<file path="src/rtl/traffic_spawn_scheduler.sv">
// traffic_spawn_scheduler
// Paces enemy-vehicle spawns for the road scene. Each frame tick counts a
// level-dependent gap down; at zero (with a free slot) it pulses `rise` to
// the random car/truck generator, samples `create_car` two cycles later and,
// on a positive decision, offers {slot, lane, type} to the slot bank over a
// valid/ack handshake.
//
// Ports
//   clk, resetN        : clock, synchronous active-low reset
//   startOfFrame       : one-cycle frame tick
//   game_active        : spawning enabled while high; low forces IDLE
//   level[2:0]         : difficulty, selects the gap at each reload
//   create_car         : generator decision, sampled in DECIDE
//   slot_busy[N_SLOTS] : occupied object slots
//   rise               : one-cycle request pulse to the generator
//   spawn_valid        : spawn offer pending
//   spawn_slot/lane    : latched target slot and lane
//   spawn_is_truck     : latched type (1 = truck)
//   spawn_ack          : slot logic accepts the offer
module traffic_spawn_scheduler #(
  parameter int N_SLOTS     = 4,
  parameter int N_LANES     = 4,
  parameter int BASE_GAP    = 60,
  parameter int GAP_STEP    = 6,
  parameter int MIN_GAP     = 12,
  parameter int TRUCK_EVERY = 4
) (
  input  logic                       clk,
  input  logic                       resetN,
  input  logic                       startOfFrame,
  input  logic                       game_active,
  input  logic [2:0]                 level,
  input  logic                       create_car,
  input  logic [N_SLOTS-1:0]         slot_busy,
  output logic                       rise,
  output logic                       spawn_valid,
  output logic [$clog2(N_SLOTS)-1:0] spawn_slot,
  output logic [$clog2(N_LANES)-1:0] spawn_lane,
  output logic                       spawn_is_truck,
  input  logic                       spawn_ack
);

  localparam int SW = $clog2(N_SLOTS);
  localparam int LW = $clog2(N_LANES);
  localparam int CW = (TRUCK_EVERY > 1) ? $clog2(TRUCK_EVERY) : 1;

  typedef enum logic [2:0] {IDLE, GAP, REQ, WAIT_RND, DECIDE, ISSUE} state_t;

  state_t        state_q;
  logic [7:0]    gap_q;
  logic [LW-1:0] lane_q;
  logic [CW-1:0] cnt_q;

  // Gap for the current level, floored at MIN_GAP. An over-large level
  // product saturates to the floor rather than wrapping to a huge gap.
  logic [7:0] prod, diff, gap_val;
  always_comb begin
    prod    = 8'(level) * 8'(GAP_STEP);
    diff    = 8'(BASE_GAP) - prod;
    gap_val = 8'(MIN_GAP);
    if (prod < 8'(BASE_GAP) && diff > 8'(MIN_GAP))
      gap_val = diff;
  end

  // Lowest-index free slot; scanning downward lets the lowest one win.
  logic          any_free;
  logic [SW-1:0] free_idx;
  always_comb begin
    any_free = ~&slot_busy;
    free_idx = '0;
    for (int i = N_SLOTS - 1; i >= 0; i--)
      if (!slot_busy[i]) free_idx = SW'(i);
  end

  always_ff @(posedge clk) begin
    if (!resetN) begin
      state_q        <= IDLE;
      gap_q          <= '0;
      lane_q         <= '0;
      cnt_q          <= '0;
      rise           <= 1'b0;
      spawn_valid    <= 1'b0;
      spawn_slot     <= '0;
      spawn_lane     <= '0;
      spawn_is_truck <= 1'b0;
    end else if (!game_active) begin
      // Abort from any state; lane pointer and spawn counter are kept.
      state_q     <= IDLE;
      gap_q       <= '0;
      rise        <= 1'b0;
      spawn_valid <= 1'b0;
    end else begin
      case (state_q)
        IDLE: begin
          gap_q   <= gap_val;
          state_q <= GAP;
        end
        GAP: begin
          if (gap_q == 8'd0) begin
            // Hold at zero while every slot is occupied.
            if (any_free) begin
              rise    <= 1'b1;
              state_q <= REQ;
            end
          end else if (startOfFrame) begin
            gap_q <= gap_q - 8'd1;
          end
        end
        REQ: begin
          rise    <= 1'b0;
          state_q <= WAIT_RND;
        end
        WAIT_RND: state_q <= DECIDE;
        DECIDE: begin
          // Slot is re-evaluated here; none free counts as a skip.
          if (create_car && any_free) begin
            spawn_slot     <= free_idx;
            spawn_lane     <= lane_q;
            spawn_is_truck <= (cnt_q == CW'(TRUCK_EVERY - 1));
            spawn_valid    <= 1'b1;
            state_q        <= ISSUE;
          end else begin
            gap_q   <= gap_val;
            state_q <= GAP;
          end
        end
        ISSUE: begin
          if (spawn_ack) begin
            spawn_valid <= 1'b0;
            lane_q      <= (lane_q == LW'(N_LANES - 1)) ? '0 : lane_q + LW'(1);
            cnt_q       <= (cnt_q == CW'(TRUCK_EVERY - 1)) ? '0 : cnt_q + CW'(1);
            gap_q       <= gap_val;
            state_q     <= GAP;
          end
        end
        default: state_q <= IDLE;
      endcase
    end
  end

endmodule

</file>
<file path="config.mk">
export PLATFORM = sky130hd
export DESIGN_NAME = traffic_spawn_scheduler
export DESIGN_NICKNAME = d
export VERILOG_FILES = /design/src/rtl/traffic_spawn_scheduler.sv
export SDC_FILE = /design/constraint.sdc
export NUM_CORES = 1
export LEC_CHECK = 0
export ABC_AREA = 1
export CORE_AREA = 2 2 56 58
export CTS_BUF_LIST = sky130_fd_sc_hd__clkbuf_4 sky130_fd_sc_hd__clkbuf_8
export DETAILED_ROUTE_END_ITERATION = 7
export DIE_AREA = 0 0 58 60
export PLACE_DENSITY_LB_ADDON = 0.08
export SLEW_MARGIN = 20
export SYNTH_ARGS = -nofsm -noshare
export SYNTH_HDL_FRONTEND = slang
export SYNTH_SLANG_ARGS = --single-unit
</file>
<file path="constraint.sdc">
create_clock -name clk -period 1.7 [get_ports clk]
set_input_delay 0.255 -clock clk [delete_from_list [all_inputs] [get_ports clk]]
set_output_delay 0.255 -clock clk [all_outputs]
set_load 0.01 [all_outputs]
</file>
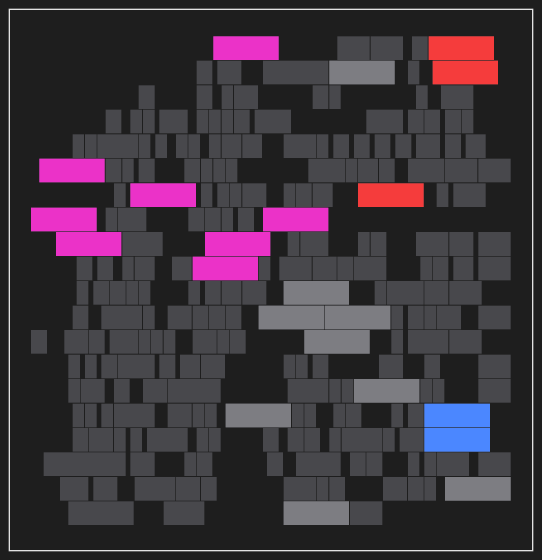
(images/flops_by_reg.png)
- gap_q: magenta (sequential cells 8)
- state_q: red (sequential cells 3)
- spawn_slot: blue (sequential cells 2)

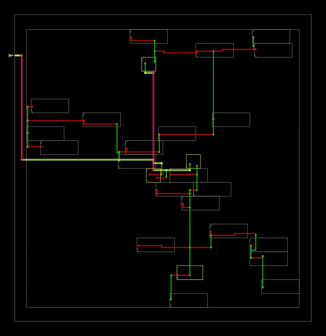
(images/clocks.png)
power of the clock network: 0.000293 W
number of flip-flops and latches: 22
number of clock buffers inserted by TritonCTS: 3
layout clock buffer count: 4

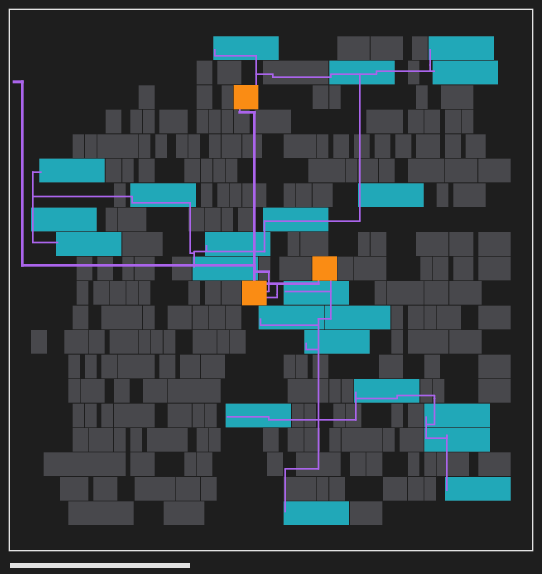
(images/clk_routes.png)
Bar = 20 um.
- flip-flops: cyan (count 22)
- clock drivers: orange (count 3)
- clock wires: purple (length 284 um)
- flops lie: spread over the die
clock group share of total power: 24.1%
largest clock skew in the final design: 0.00374 ns
clock network latency to the later pin of the worst-skew pair: 0.31 ns

==> CHANGELOG.md <==
### Physical design

- H-tree Lvls: 1
- DRT Wirelength: 3.21 mm
- Combinational Power Share: 30.0%
- Per-cell via count in the routed design: 5.37
- Async set-reset flop share out of synthesis: 0%
- Clock tree from TritonCTS: done
- Outcome: complete, no violations
- Clock transition at the registers of the reported paths: 0.12 ns
- First-pass iteration count of the detailed router: 6
- Syn-to-layout area delta: 29.2%
- Cell with the biggest individual delay on the critical path: sky130_fd_sc_hd__fa_1
- Number of library cell types mapped by synthesis: 30
- Post-route DRC violation count: 0
- Total inserted antenna cells: 0
- Via count of the first global-routing pass: 1287
- Crit path largest cell delay: 0.60 ns
- Initial standard-cell utilization of the core: 49.0%
- Number of cell instances on the worst register-to-register path: 7
- CP required: 1.95 ns
- Warning total across the stage logs: 32
- Maximum clock rate: 602 MHz
- Post-route cell area: 1840 sq um
- Routability congestion estimate: 0.829
- Total cell area reported by yosys after synthesis: 1420 sq um
- Delay-heaviest family, CP: simple AND/OR/NAND/NOR gates
- Setup violations, final: 0
- Path class of the lowest-slack min-delay path: in -> reg
- Number of DRC markers in iteration 0: 64
- Final number of max-transition violations: 0
- WS Path Type: in -> reg
- Number of buffer and inverter instances along the worst setup path: 2
- Largest driver fanout on the critical path: 3
- Fillers: 258
- NumNets Final: 262
- Nets at Floorplan: 221
- Number of maximum-capacitance constraint violations: 0
- Synthesized registers: 22
- Crit start category: primary input
- Worst slew slack as a fraction of its limit: 78.9%
- Total negative slack: 0 ns
- Total congestion overflow: 0
- Cell area after placement: 1770 sq um
[final cells by class]
| type | count | area [sq um] | share of cell area (%) |
|---|---|---|---|
| inverters | 25 | 93.8 | 5.11 |
| flip-flops and latches | 22 | 440 | 24.0 |
| multi-input cells | 150 | 915 | 49.8 |
| well taps | 33 | 41.3 | 2.25 |
| repair buffers | 36 | 310 | 16.9 |
| clock buffers | 4 | 36.3 | 1.98 |
[timing repair]
| action | 4_1_cts | 5_1_grt |
|---|---|---|
| pin swaps | 10 | 2 |
| buffers inserted | 1 | 0 |
| resized | 15 | 1 |
| hold endpoints to repair | 0 | 0 |
| setup endpoints to repair | 6 | 4 |
[tightest hold or removal path, cell delays in order]
cell and delay, ns:
sky130_fd_sc_hd__buf_2 0.12, sky130_fd_sc_hd__buf_4 0.15, sky130_fd_sc_hd__nand3_1 0.08, sky130_fd_sc_hd__a21oi_1 0.06
[power by group through the flow]
stage | clock network [W] | registers, W | logic [W]
5_1_grt | 0.000326 | 0.000560 | 0.000402
3_5_place_dp | 0 | 0.000568 | 0.000348
3_3_place_gp | 0 | 0.000566 | 0.000338
4_1_cts | 0.000301 | 0.000556 | 0.000362
2_1_floorplan | 0 | 0.000563 | 0.000224
6_report | 0.000293 | 0.000557 | 0.000364
[cell families (layout without fill, tap and decap cells)]
| group | after synthesis | count (layout) | synth area share (%) |
|---|---|---|---|
| buf+inv | 25 | 65 | 6.60 |
| xor+xnor | 4 | 4 | 2.47 |
| compound gates | 43 | 43 | 16.0 |
| flops | 22 | 22 | 31.0 |
| fa+ha+maj | 11 | 11 | 10.2 |
| simple gates | 92 | 92 | 33.7 |
[stage by stage]
stage                     instances  hold WS [ns]  utilization, %  total power (W)
final                           270         0.385            63.3          0.00121
after floorplan                 197         0.391               -         0.000787
after global routing            270         0.379            63.3          0.00129
after detailed placement        265         0.465            61.1         0.000915
after global placement          265         0.453            61.1         0.000904
after CTS                       270         0.384            63.2          0.00122
[worst paths after layout]
kind	startpoint	slack, ns	end
max	level[1]	0.04	gap_q[7]
max reg2reg	state_q[0]	0.27	gap_q[7]
min reg2reg	spawn_slot[0]	0.48	spawn_slot[0]
min	level[0]	0.39	gap_q[1]
[layer usage]
layer | vias to the layer above | global-route usage (%) | routed length (um)
li1 | 733 | - | -
met1 | 681 | 22.0 | 1400
met2 | 29 | 37.3 | 1610
met3 | 6 | 3.46 | 146
met4 | 0 | 7.64 | 55
met5 | - | 0 | 0
[flip-flops by register name (all words and copies together), names as in the netlist]
signal          count
gap_q               8
state_q             3
cnt_q               2
lane_q              2
spawn_lane          2
spawn_slot          2
rise                1
spawn_is_truck      1
spawn_valid         1
Power is estimated from default activity; no workload was simulated.
